**Track usage over the die**

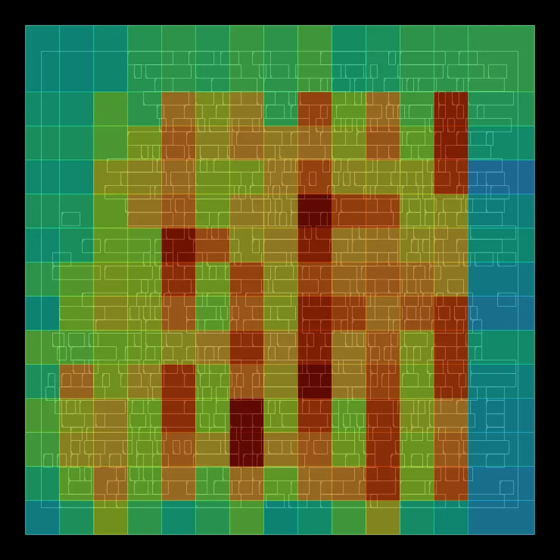
**Metal 1**

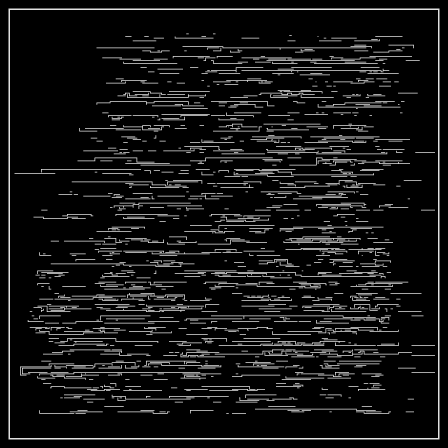
**M4 wires**

Cells faint in the background.
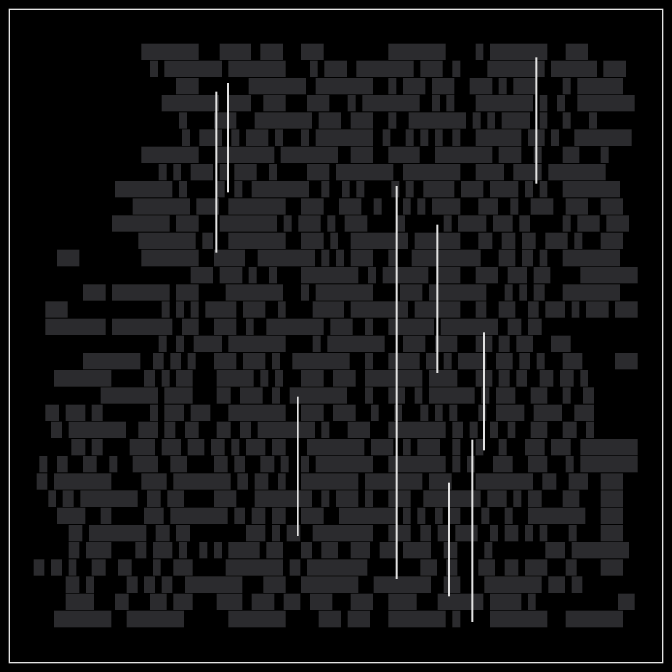
### src/rtl/therm_uart_rx_if.sv
// rtl/therm_uart_rx_if.sv - receive-side result bundle of the thermometer UART decoder
interface therm_uart_rx_if;
  logic [7:0] rx_data;
  logic       rx_valid;
  logic       frame_err;
  logic       rx_busy;
  logic [7:0] avg_data;
  logic       avg_valid;

  modport master (
    output rx_data, rx_valid, frame_err, rx_busy, avg_data, avg_valid
  );

  modport slave (
    input rx_data, rx_valid, frame_err, rx_busy, avg_data, avg_valid
  );
endinterface

### src/rtl/therm_uart_rx.sv
// rtl/therm_uart_rx.sv - 8N1 receiver for the thermometer tx line with a running-average readout
module therm_uart_rx #(
  parameter int CLKS_PER_BIT = 868,
  parameter int AVG_LOG2     = 2
) (
  input  logic             clk,
  input  logic             rst,
  input  logic             en,
  input  logic             rx,
  therm_uart_rx_if.master  rx_out
);

  localparam int TW    = $clog2(CLKS_PER_BIT);
  localparam int DEPTH = 1 << AVG_LOG2;
  localparam int SW    = 8 + AVG_LOG2;
  localparam int FW    = AVG_LOG2 + 1;
  localparam logic [TW-1:0] T_HALF = TW'(CLKS_PER_BIT / 2 - 1);
  localparam logic [TW-1:0] T_FULL = TW'(CLKS_PER_BIT - 1);
  localparam logic [FW-1:0] F_FULL = FW'(DEPTH);

  typedef enum logic [2:0] {S_IDLE, S_START, S_DATA, S_STOP, S_BREAK} state_t;

  state_t        state_q, state_d;
  logic          sync1_q, sync1_d, sync2_q, sync2_d;
  logic          en_q, en_d;
  logic [TW-1:0] timer_q, timer_d;
  logic [2:0]    bit_idx_q, bit_idx_d;
  logic [7:0]    shift_q, shift_d;
  logic [7:0]    rx_data_q, rx_data_d;
  logic          rx_valid_q, rx_valid_d;
  logic          frame_err_q, frame_err_d;
  logic          busy_q, busy_d;
  logic [SW-1:0] sum_q, sum_d;
  logic [FW-1:0] fill_q, fill_d;
  logic [7:0]    hist_q [DEPTH];
  logic [7:0]    hist_d [DEPTH];
  logic [7:0]    avg_data_q, avg_data_d;
  logic          avg_valid_q, avg_valid_d;

  always_comb begin
    state_d     = state_q;
    sync1_d     = rx;
    sync2_d     = sync1_q;
    en_d        = en;
    timer_d     = timer_q;
    bit_idx_d   = bit_idx_q;
    shift_d     = shift_q;
    rx_data_d   = rx_data_q;
    rx_valid_d  = 1'b0;
    frame_err_d = 1'b0;
    sum_d       = sum_q;
    fill_d      = fill_q;
    hist_d      = hist_q;
    avg_data_d  = avg_data_q;
    avg_valid_d = 1'b0;

    case (state_q)
      S_IDLE: begin
        if (!sync2_q) begin
          state_d = S_START;
          timer_d = '0;
        end
      end
      S_START: begin
        if (timer_q == T_HALF) begin
          timer_d   = '0;
          bit_idx_d = '0;
          state_d   = sync2_q ? S_IDLE : S_DATA;
        end else begin
          timer_d = timer_q + 1'b1;
        end
      end
      S_DATA: begin
        if (timer_q == T_FULL) begin
          timer_d   = '0;
          shift_d   = {sync2_q, shift_q[7:1]};
          bit_idx_d = bit_idx_q + 1'b1;
          if (bit_idx_q == 3'd7) state_d = S_STOP;
        end else begin
          timer_d = timer_q + 1'b1;
        end
      end
      S_STOP: begin
        if (timer_q == T_FULL) begin
          timer_d = '0;
          if (sync2_q) begin
            rx_data_d  = shift_q;
            rx_valid_d = 1'b1;
            state_d    = S_IDLE;
          end else begin
            frame_err_d = 1'b1;
            state_d     = S_BREAK;
          end
        end else begin
          timer_d = timer_q + 1'b1;
        end
      end
      S_BREAK: begin
        if (sync2_q) state_d = S_IDLE;
      end
      default: state_d = S_IDLE;
    endcase

    // Averager runs one cycle behind the byte so it always sees the registered rx_data.
    if (rx_valid_q) begin
      sum_d = sum_q + SW'(rx_data_q) - SW'(hist_q[DEPTH-1]);
      for (int i = DEPTH - 1; i > 0; i--) hist_d[i] = hist_q[i-1];
      hist_d[0] = rx_data_q;
      if (fill_q != F_FULL) fill_d = fill_q + 1'b1;
      if (fill_d == F_FULL) begin
        avg_valid_d = 1'b1;
        avg_data_d  = 8'(sum_d >> AVG_LOG2);
      end
    end

    // A line that was ignored while disabled may be mid-frame; resync via BREAK.
    if (en && !en_q) state_d = S_BREAK;

    if (!en) begin
      state_d     = S_IDLE;
      timer_d     = '0;
      bit_idx_d   = '0;
      shift_d     = '0;
      rx_data_d   = '0;
      rx_valid_d  = 1'b0;
      frame_err_d = 1'b0;
      sum_d       = '0;
      fill_d      = '0;
      for (int i = 0; i < DEPTH; i++) hist_d[i] = '0;
      avg_data_d  = '0;
      avg_valid_d = 1'b0;
    end

    busy_d = (state_d != S_IDLE);
  end

  always_ff @(posedge clk or negedge rst) begin
    if (!rst) begin
      state_q     <= S_IDLE;
      sync1_q     <= 1'b1;
      sync2_q     <= 1'b1;
      en_q        <= 1'b1;
      timer_q     <= '0;
      bit_idx_q   <= '0;
      shift_q     <= '0;
      rx_data_q   <= '0;
      rx_valid_q  <= 1'b0;
      frame_err_q <= 1'b0;
      busy_q      <= 1'b0;
      sum_q       <= '0;
      fill_q      <= '0;
      hist_q      <= '{default: '0};
      avg_data_q  <= '0;
      avg_valid_q <= 1'b0;
    end else begin
      state_q     <= state_d;
      sync1_q     <= sync1_d;
      sync2_q     <= sync2_d;
      en_q        <= en_d;
      timer_q     <= timer_d;
      bit_idx_q   <= bit_idx_d;
      shift_q     <= shift_d;
      rx_data_q   <= rx_data_d;
      rx_valid_q  <= rx_valid_d;
      frame_err_q <= frame_err_d;
      busy_q      <= busy_d;
      sum_q       <= sum_d;
      fill_q      <= fill_d;
      hist_q      <= hist_d;
      avg_data_q  <= avg_data_d;
      avg_valid_q <= avg_valid_d;
    end
  end

  assign rx_out.rx_data   = rx_data_q;
  assign rx_out.rx_valid  = rx_valid_q;
  assign rx_out.frame_err = frame_err_q;
  assign rx_out.rx_busy   = busy_q;
  assign rx_out.avg_data  = avg_data_q;
  assign rx_out.avg_valid = avg_valid_q;

endmodule

### src/flat_wrapper.sv
// flat-port wrapper written by rule: the top's interface ports become plain ports
module therm_uart_rx_flat 
#(
  parameter int CLKS_PER_BIT = 868,
  parameter int AVG_LOG2     = 2
)
  (clk, rst, en, rx, rx_out_rx_data, rx_out_rx_valid, rx_out_frame_err, rx_out_rx_busy, rx_out_avg_data, rx_out_avg_valid);
  therm_uart_rx_if rx_out_i ();
  input  logic clk;
  input  logic rst;
  input  logic en;
  input  logic rx;
  output wire logic [$bits(rx_out_i.rx_data)-1:0] rx_out_rx_data;
  output wire logic [$bits(rx_out_i.rx_valid)-1:0] rx_out_rx_valid;
  output wire logic [$bits(rx_out_i.frame_err)-1:0] rx_out_frame_err;
  output wire logic [$bits(rx_out_i.rx_busy)-1:0] rx_out_rx_busy;
  output wire logic [$bits(rx_out_i.avg_data)-1:0] rx_out_avg_data;
  output wire logic [$bits(rx_out_i.avg_valid)-1:0] rx_out_avg_valid;
  assign rx_out_rx_data = rx_out_i.rx_data;
  assign rx_out_rx_valid = rx_out_i.rx_valid;
  assign rx_out_frame_err = rx_out_i.frame_err;
  assign rx_out_rx_busy = rx_out_i.rx_busy;
  assign rx_out_avg_data = rx_out_i.avg_data;
  assign rx_out_avg_valid = rx_out_i.avg_valid;
  therm_uart_rx #(.CLKS_PER_BIT(CLKS_PER_BIT), .AVG_LOG2(AVG_LOG2)) u_core (.clk(clk), .rst(rst), .en(en), .rx(rx), .rx_out(rx_out_i));
endmodule
### config.mk
export PLATFORM = sky130hd
export DESIGN_NAME = therm_uart_rx_flat
export DESIGN_NICKNAME = d
export VERILOG_FILES = /design/src/rtl/therm_uart_rx_if.sv /design/src/rtl/therm_uart_rx.sv /design/src/flat_wrapper.sv
export SDC_FILE = /design/constraint.sdc
export NUM_CORES = 1
export LEC_CHECK = 0
export CAP_MARGIN = 20
export CELL_PAD_IN_SITES_DETAIL_PLACEMENT = 1
export CELL_PAD_IN_SITES_GLOBAL_PLACEMENT = 1
export CORE_MARGIN = 3
export CORE_UTILIZATION = 51
export DETAILED_ROUTE_END_ITERATION = 8
export PLACE_DENSITY = 0.95
export SETUP_SLACK_MARGIN = 0.5
export SYNTH_ARGS = -nofsm -noshare
export SYNTH_HDL_FRONTEND = slang
export SYNTH_SLANG_ARGS = --single-unit
### constraint.sdc
create_clock -name clk -period 6.2 [get_ports clk]
set_input_delay 1.24 -clock clk [delete_from_list [all_inputs] [get_ports clk]]
set_output_delay 1.24 -clock clk [all_outputs]
set_load 0.02 [all_outputs]
==> job_summary.md <==
### Yosys + OpenROAD results

| Metric | Value |
|---|---|
| Status | complete, no violations |
| Asr flop ratio synth | 1.00 |
| Synthesized area | 0.00481 mm^2 |
| CTS Buf Count | 9 |
| Critical Path Max Stage Delay | 950 ps |
| Worst EP arrival | 3510 ps |
| CP max stage cell | clkdlybuf4s50_1 |
| Share of layout cells above drive strength 1 | 0.0673 |
| Die Y | 103 um |
| Remaining antenna violation count | 0 |
| Hold Vio Cnt, Final | 0 |
| Inserted Diodes | 0 |
| Nets | 513 |
| Setup_tns | 0 ps |
| Max-cap violations | 0 |
| Post-synth EDFFs | 0 |
| Placed instance count | 581 |
| Top logic family | simple AND/OR/NAND/NOR gates |
| Yosys stat cell total | 471 |
| Number of hold buffers added after cts | 0 |
| Relative slew slack | 0.282 |
| Largest net degree at the start of global routing | 72 |
| Most frequent cells in the layout | dfrtp_1 (88), nor2_1 (72), mux2i_1 (59) |
| Unique cell types | 63 |
| Synth Instances | 471 |
| Number of post-CTS setup repair buffers | 0 |
| Pre-Place Util | 0.539 |
| First-pass GRT wire length | 19000 um |
| Max VDD drop | 0.103 mV |
| TritonRoute pass-1 iters | 4 |
| And+or+nand+nor area frac | 0.153 |
| Synth Warn # | 0 |
| Clock sink total | 92 |
| Power after layout | 1.05 mW |
| Top reg by flops | u_core.hist_q |
| Critical path buffers and inverters | 4 |
| DP Area | 0.00510 mm^2 |
| Final instance area | 0.00531 mm^2 |
| Number of warnings the tools reported | 28 |
| Static leakage | 2.35 nW |
| F_max | 310 MHz |
| Resized Gates After CTS | 0 |
| WS Path Type | primary input to register |
| Area leader share | 0.463 |
| Mux share | 0.125 |
| Dominant flop cell | dfrtp_1 |
| Synth Register Bits | 92 |
| Crit start category | primary input |
| Clock Skew | 11.6 ps |
| Final setup vio count | 0 |
| Post-Place Setup Slack | 2340 ps |
| # H-tree levels | 3 |
| Top flop regs | u_core.hist_q x32, u_core.sum_q x10, u_core.timer_q x10 |
| Final estimated routing congestion in global placement | 0.854 |
| Min Hold Slack | 358 ps |
| Aoi share | 0.103 |
| Critical-path cell list | clkdlybuf4s50_1, inv_2, buf_12, a211oi_1, buf_4, o21ai_0, a31oi_1 |
| Setup ws final | 2980 ps |
| Initial antenna violation count | 0 |
| CORE AREA | 0.00893 mm^2 |
| Clock Tree Root | clkbuf_8 |
| Cycle use final | 0.519 |
| Crit path max-delay family | buffers and inverters |
| Syn-to-layout area delta | 10.3% |
| Die area | 0.0106 mm^2 |
| Slew @ Worst Pin | 1080 ps |
| Post-route insts no fill | 598 |
| Minimum clock period | 3220 ps |
| Filler cells | 979 |
| Adder Share, Synth | 0.0748 |
| CTS tree | built |
| RSZ-0062 raised after global routing | false |
| Hold WC Path Type | register to register |
| Clock transition at path regs | 90 ps |
## Picture notes: 'track usage over the die'
Total GRT Usage: 0.232
GR Layer Usage met1: 0.287
Avg WL per Cell: 19.2 um

## Picture notes: 'metal 1'
longest straight run	34.5 um
nets with wire on the layer	477
share of all routed wire	43%
wire length on this layer	4880 um
main direction	horizontal

## Picture notes: 'M4 wires'
share of all routed wire	2.0%
main direction	vertical
wire length on this layer	233 um
nets with wire on the layer	8
longest straight run	61.9 um
WL final: 11500 um
vias: 3541

## routing by layer
layer,up-vias,GRT usage,part of all wire
li1,1648,-,-
met1,1810,0.287,0.43
met2,62,0.412,0.53
met3,21,0.0352,0.027
met4,0,0.0767,0.020
met5,-,0,0
## power by group
part | internal, mW | switching (mW) | total, mW
clock network | 0.186 | 0.219 | 0.404
logic | 0.00938 | 0.0271 | 0.0365
registers | 0.603 | 0.00414 | 0.607
total | 0.798 | 0.250 | 1.05
## layout make-up
type                       count  area, um^2  share of cell area
multi-input combinational    312        2250               0.424
clock buffer                  11         131              0.0247
inverter                      43         161              0.0304
sequential                    92        2310               0.435
clock inverter                 5        55.1              0.0104
tap                          108         135              0.0255
timing repair buffer          27         270              0.0509
## Yosys cell counts (6+ instances only)
library cell	n
a21oi_1	17
a31oi_1	6
clkbuf_1	17
dfrtp_1	89
fa_1	8
ha_1	16
inv_1	42
mux2i_1	59
nand2_1	21
nand2b_1	6
nand3_1	7
nor2_1	72
o21ai_0	12
## worst paths after layout
kind / slack, ps / cells after the start / endpoint / from
worst max-delay path: 2980 / 7 / u_core.timer_q[8] / en
worst min-delay path: 360 / 0 / u_core.sync2_q / u_core.sync1_q
worst max register to register: 3190 / 9 / u_core.rx_out.avg_data[7] / u_core.rx_out.rx_data[4]
worst min register to register: 360 / 0 / u_core.sync2_q / u_core.sync1_q
max in group asynchronous: 4260 / 2 / u_core.rx_out.rx_valid / rst
min in group asynchronous: 740 / 1 / u_core.rx_out.avg_data[7] / rst
## kinds of logic (layout without fill, tap and decap cells)
kind of cell / after synthesis / in the layout
and+or+nand+nor: 148 / 148
DFF: 92 / 92
AOI/OAI and AO/OA: 74 / 74
buffers and inverters: 67 / 86
muxes: 60 / 60
adders and majority gates: 24 / 24
xor gates and xnor gates: 6 / 6
Power and IR drop assume default switching activity.
